==> run_1/layer_met1.png <==
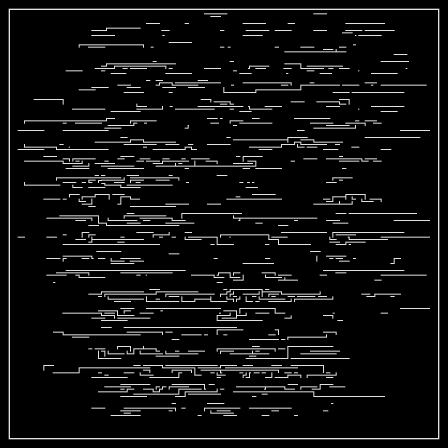
==> run_1/layer_met2.png <==
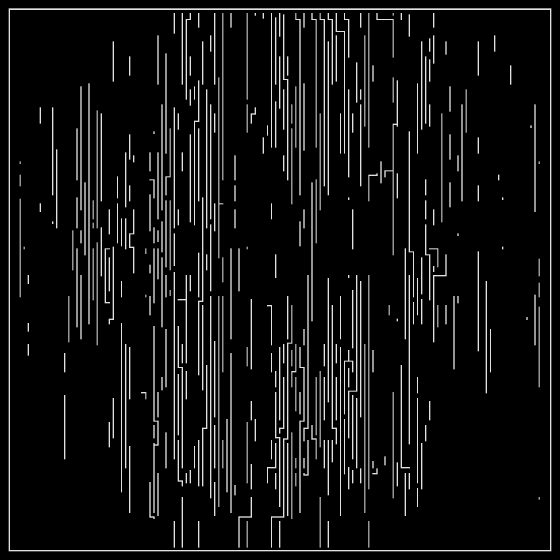
==> run_1/layer_met3.png <==
Bar = 20 um. Cells faint in the background.
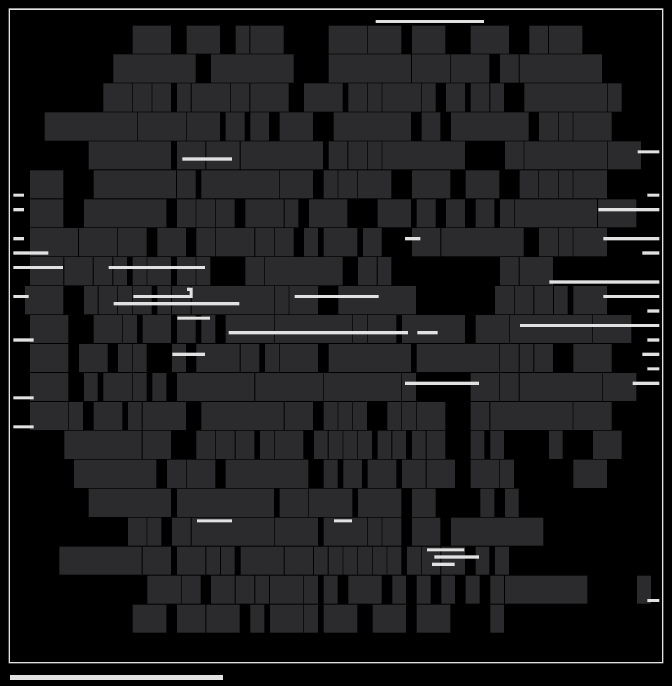
==> run_1/congestion.png <==
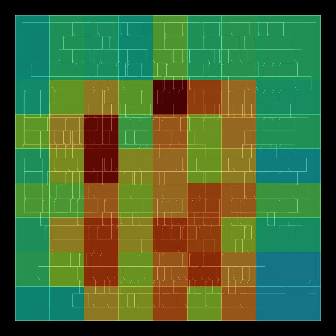
[src/rtl/fetch_unit.sv]
// Fetch stage: owns the PC, captures the combinational ROM word into ir and hands it to decode over valid/ready.
// Latency: one BOOT cycle after reset, then one instruction per cycle; a redirect costs one bubble.
// Backpressure: while ir_valid && !ir_ready the PC and ir hold. Optional JMP shortcut under FETCH_JMP_SHORTCUT_EN.
module fetch_unit #(
  parameter int                ADDR_W   = 4,
  parameter int                INST_W   = 16,
  parameter logic [ADDR_W-1:0] RESET_PC = '0
) (
  input  logic              clk,
  input  logic              rst,
  output logic [ADDR_W-1:0] rom_address,
  input  logic [INST_W-1:0] rom_instruction,
  output logic [INST_W-1:0] ir,
  output logic [ADDR_W-1:0] ir_pc,
  output logic              ir_valid,
  input  logic              ir_ready,
  output logic              ir_jmp_done,
  input  logic              redirect_valid,
  input  logic [ADDR_W-1:0] redirect_target,
  output logic [7:0]        fetch_count
);

  typedef enum logic [0:0] {
    BOOT = 1'b0,
    RUN  = 1'b1
  } state_t;

  state_t            state;
  logic [ADDR_W-1:0] pc;
  logic [ADDR_W-1:0] next_pc;
  logic              handshake;
  logic              capture;

  assign rom_address = pc;
  assign handshake   = ir_valid && ir_ready;
  assign capture     = (state == RUN) && (!ir_valid || ir_ready) && !redirect_valid;

`ifdef FETCH_JMP_SHORTCUT_EN
  localparam logic [3:0] OP_JMP = 4'b1000;

  logic is_jmp;
  logic jmp_done_q;

  assign is_jmp      = (rom_instruction[INST_W-1 -: 4] == OP_JMP);
  assign ir_jmp_done = jmp_done_q;

  always_comb begin
    next_pc = pc + 1'b1;
    if (is_jmp) begin
      next_pc = rom_instruction[ADDR_W+7:8];
    end
  end

  // The resolved-JMP flag travels with ir, so it follows the same capture/flush rules.
  always_ff @(posedge clk) begin
    if (rst) begin
      jmp_done_q <= 1'b0;
    end else if (redirect_valid) begin
      jmp_done_q <= 1'b0;
    end else if (capture) begin
      jmp_done_q <= is_jmp;
    end
  end
`else
  assign ir_jmp_done = 1'b0;

  always_comb begin
    next_pc = pc + 1'b1;
  end
`endif

  always_ff @(posedge clk) begin
    if (rst) begin
      state       <= BOOT;
      pc          <= RESET_PC;
      ir          <= '0;
      ir_pc       <= '0;
      ir_valid    <= 1'b0;
      fetch_count <= '0;
    end else begin
      // A handshake is counted even when a redirect flushes in the same cycle.
      if (handshake && (fetch_count != 8'hFF)) begin
        fetch_count <= fetch_count + 8'd1;
      end

      if (redirect_valid) begin
        state    <= RUN;
        pc       <= redirect_target;
        ir_valid <= 1'b0;
      end else if (state == BOOT) begin
        state <= RUN;
      end else if (capture) begin
        ir       <= rom_instruction;
        ir_pc    <= pc;
        ir_valid <= 1'b1;
        pc       <= next_pc;
      end else if (handshake) begin
        ir_valid <= 1'b0;
      end
    end
  end

endmodule

[config.mk]
export PLATFORM = sky130hd
export DESIGN_NAME = fetch_unit
export DESIGN_NICKNAME = d
export VERILOG_FILES = /design/src/rtl/fetch_unit.sv
export SDC_FILE = /design/constraint.sdc
export NUM_CORES = 1
export LEC_CHECK = 0
export ABC_AREA = 1
export CAP_MARGIN = 20
export CORE_UTILIZATION = 43
export DETAILED_ROUTE_END_ITERATION = 16
export PLACE_DENSITY = 0.88
export SKIP_LAST_GASP = 1
export SLEW_MARGIN = 5
export SYNTH_ARGS = -nofsm -noshare
export SYNTH_HDL_FRONTEND = slang
export SYNTH_SLANG_ARGS = --single-unit
[constraint.sdc]
create_clock -name clk -period 1.61 [get_ports clk]
set_clock_uncertainty 0.2 [all_clocks]
set_input_delay 0.322 -clock clk [delete_from_list [all_inputs] [get_ports clk]]
set_output_delay 0.322 -clock clk [all_outputs]
set_load 0.005 [all_outputs]
==> out/results.ini, run 1 <==
[setup_path]
critical_path.cell_chain=buf_4 > dlygate4sd2_1
setup.worst_path.start_class=register
critPathTopFamily=buffers and inverters
setup.worst_path.end=fetch_count[0]
path_buffers=2
regToRegStartpoint=fetch_count[1]
cp.arrival_ps=1080
worst_r2r_endpoint=fetch_count[5]

[final_layout]
n_clock_buffer=5
signal_buffer_area_fraction_pct=31.5
seq_cell_count=34
comb_share_pct=28.7
logic_gate_count=124
inv_count=35
lay_top_cells=sky130_fd_sc_hd__inv_1 (34), sky130_fd_sc_hd__dlygate4sd2_1 (32), sky130_fd_sc_hd__nand2_1 (30)
sequential_cell_area_um2=719
layout_top_cell=sky130_fd_sc_hd__inv_1
register_share_of_the_cell_area_pct=29.9
dominant_cells=buffers

[placement]
numPortBuffers=56
dp.final_hpwl_um=2470
place_worst_setup_slack_ps=-214
place_inst=310
placed_standard_cell_area_um2=2190

[logic_synthesis]
ys.flops=34
synth_nets=229
proportion_of_synthesized_chip_area_in_sequential_cells_pct=45.1
yosysWarningCount=0
area_of_the_synthesized_netlist_per_yosys_stat_um2=1510
yosys-stat-cells=203

[power_and_ir_drop]
worst_vdd_drop_mv=0.538

[die]
design.portCount=58
tapcell_cnt=46
placeableCoreArea_um2=3360

[route]
met1Wirelength_um=1600
drt.antenna.violating_nets=0

[min_path]
min_delay_worst_endpoint=ir[5]

[sta]
fmax_ghz=0.625
final_min_period_over_clock_period_pct=99.4
finalCriticalPeriod_ps=1600

[clocking]
clock-root-buffer=sky130_fd_sc_hd__clkbuf_4
clock.latency.late_pin_ps=340
cts_num_sinks=34
cts_tree=yes

[global_routing]
grt_start_max_net_pins=41
grt_pass1_vias=1334

[run_status]
outcome=completed

-- layer_met1.png (at the start) --
main direction: horizontal
nets with wire on the layer: 281
count of vias placed by the detailed router: 1579
Routed WL: 3850 um

-- layer_met2.png (at the start) --
longest straight run: 27.2 um
share of all routed wire: 52%

-- layer_met3.png (at the start) --
longest straight run: 16.6 um
wire length on this layer: 157 um
met3 track demand over resource in global routing: 4.83%

-- congestion.png (at the start) --
Global Route met2 Usage: 36.2%
WL/cell: 11.7 um
met1 track utilization from global routing: 23.0%
gr busiest metal: met2
Util after Layout: 71.5%

[run 1: Yosys cell counts]
cell                       count  area [um2]
sky130_fd_sc_hd__dfxtp_1      34         681
sky130_fd_sc_hd__inv_1        34         128
sky130_fd_sc_hd__nand2_1      33         124
sky130_fd_sc_hd__a21oi_1      26         130
sky130_fd_sc_hd__o21ai_0      18        90.1
sky130_fd_sc_hd__nor2_1       16        60.1
sky130_fd_sc_hd__nand3_1      10        50.1
sky130_fd_sc_hd__buf_2         5        25.0
sky130_fd_sc_hd__nand4_1       5        31.3
sky130_fd_sc_hd__buf_6         3        33.8
sky130_fd_sc_hd__buf_4         2        15.0
sky130_fd_sc_hd__ha_1          2        25.0
sky130_fd_sc_hd__nor3_1        2        10.0
sky130_fd_sc_hd__o21ai_1       2        10.0
sky130_fd_sc_hd__a211oi_2      1        12.5
sky130_fd_sc_hd__a31oi_1       1        6.26
sky130_fd_sc_hd__conb_1        1        3.75
sky130_fd_sc_hd__inv_2         1        3.75
sky130_fd_sc_hd__mux2i_1       1        10.0
sky130_fd_sc_hd__nand3_4       1        17.5
sky130_fd_sc_hd__nand3b_1      1        7.51
sky130_fd_sc_hd__nor2_2        1        6.26
sky130_fd_sc_hd__nor2_4        1        11.3
sky130_fd_sc_hd__o211a_1       1        10.0
sky130_fd_sc_hd__xor2_1        1        8.76
[run 1: kinds of logic after synthesis]
family / Yosys count / synth area share [%]
AOI/OAI and AO/OA: 49 / 17.2
xor gates and xnor gates: 1 / 0.580
adders and majority gates: 2 / 1.66
buffers and inverters: 45 / 13.6
DFF: 34 / 45.1
muxes: 1 / 0.663
other: 1 / 0.248
and+or+nand+nor: 70 / 21.0
[run 1: where the power goes]
part	leakage, nW	switching, W	internal (W)
clock network	0.0308	0.000278	0.000157
registers	0.291	0.0000236	0.000892
logic	0.873	0.000129	0.000171
==> inputs of run 2 (changes only) <==
--- a/config.mk
+++ b/config.mk
@@ -6,7 +6,6 @@
 export NUM_CORES = 1
 export LEC_CHECK = 0
 export ABC_AREA = 1
-export CAP_MARGIN = 20
 export CORE_UTILIZATION = 43
 export DETAILED_ROUTE_END_ITERATION = 16
 export PLACE_DENSITY = 0.88
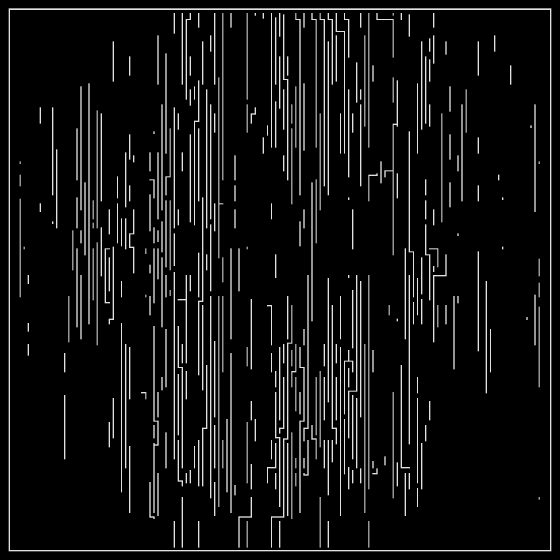
(run_2/layer_met2.png)
main direction: vertical
longest straight run: 27.2 um
wire length on this layer: 2000 um
nets with wire on the layer: 249

==> out/results.ini, run 2 <==
[sta]
finalCriticalPeriod_ps=1600
fmax_ghz=0.625

[route]
drt.antenna.violating_nets=0
routedWlPerCell_um=11.7
routed_wl_um=3850

[power_and_ir_drop]
sequentialPowerShare_pct=55.5
sw_frac_of_total_pct=26.1
p_clk_share_pct=26.3
cell_internal_pwr_w=0.00122

[logic_synthesis]
yosys.area.top_type_share_pct=45.1
ys.flops=34
yosys-top-cells-area=sky130_fd_sc_hd__dfxtp_1 (45%), sky130_fd_sc_hd__a21oi_1 (8.6%), sky130_fd_sc_hd__inv_1 (8.5%), sky130_fd_sc_hd__nand2_1 (8.2%), sky130_fd_sc_hd__o21ai_0 (6.0%)
yosys-stat-cells=203
synth-edff-count=0
area_of_the_synthesized_netlist_per_yosys_stat_um2=1510
async_flop_share_pct=0
synth_nets=229
yosysWarningCount=0

[placement]
numPortBuffers=56
place_worst_setup_slack_ps=-214
dp.final_hpwl_um=2470

[final_layout]
register_share_of_the_cell_area_pct=29.9
inv_count=35
sequential_cell_area_um2=719
layout_top_cell=sky130_fd_sc_hd__inv_1
comb_share_pct=28.7
n_clock_buffer=5
logic_gate_count=124

[clocking]
clock.latency.late_pin_ps=340
cts_tree=yes
clock-root-buffer=sky130_fd_sc_hd__clkbuf_4
cts_num_sinks=34

[setup_path]
critPathTopFamily=buffers and inverters
critical_path.cell_chain=buf_4 > dlygate4sd2_1
setup.worst_path.start_class=register
regToRegStartpoint=fetch_count[1]
worst_r2r_endpoint=fetch_count[5]
cp.arrival_ps=1080

[global_routing]
grt_start_max_net_pins=41
grt_pass1_vias=1334

[min_path]
min_delay_worst_endpoint=ir[5]

[die]
placeableCoreArea_um2=3360
design.portCount=58

[run_status]
outcome=completed

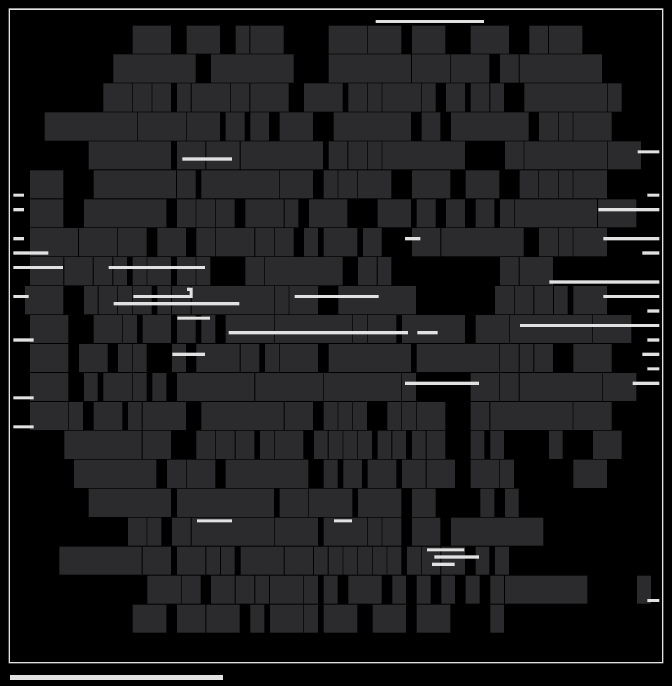
(run_2/layer_met3.png)
Bar = 20 um. Cells faint in the background.
share of all routed wire: 4.1%
longest straight run: 16.6 um
nets with wire on the layer: 34

-- run 2: cell counts in the layout (fill, tap and decap cells not counted) --
Identical to the previous run, type by type.
-- run 2: cells by family after synthesis --
logic type               synth area share (%)
multiplexers                            0.663
buffers and inverters                    13.6
other                                   0.248
AND/OR/NAND/NOR                          21.0
AND-OR/OR-AND                            17.2
XOR/XNOR                                0.580
flip-flops                               45.1
adder cells (fa/ha/maj)                  1.66
-- run 2: how the worst max path moves through the flow --
stage	startpoint	end	cells past startpoint
final	fetch_count[0]	fetch_count[0]	2
after global routing	fetch_count[0]	fetch_count[0]	2
after CTS	rom_address[1]	rom_address[1]	1
after detailed placement	ir_ready	ir[10]	7
after global placement	ir_ready	ir[10]	7
after floorplan	fetch_count[0]	fetch_count[4]	9
-- run 2: metrics by stage --
step	area (um2)	cells	hold WS (ps)	setup TNS, ps	util (%)
2_1_floorplan	1510	203	201	0	-
3_3_place_gp	2190	310	230	-3270	65.2
3_5_place_dp	2190	310	232	-3780	65.2
4_1_cts	2300	325	243	-157	68.3
5_1_grt	2400	329	252	-18.2	71.5
6_report	2400	329	241	0	71.5
-- run 2: power by group through the flow --
stage,clock network [W],logic (W),registers [W]
6_report,0.000434,0.000300,0.000915
5_1_grt,0.000472,0.000331,0.000922
3_3_place_gp,0,0.000297,0.000934
3_5_place_dp,0,0.000304,0.000935
4_1_cts,0.000436,0.000286,0.000918
2_1_floorplan,0,0.000112,0.000942
-- run 2: layer usage --
| layer | global-route usage, % | vias up | part of all wire, % |
|---|---|---|---|
| li1 | - | 814 | - |
| met1 | 23.0 | 706 | 41 |
| met2 | 36.2 | 49 | 52 |
| met3 | 4.83 | 10 | 4.1 |
| met4 | 8.44 | 0 | 2.4 |
| met5 | 0 | - | 0 |
Power and IR drop assume default switching activity.
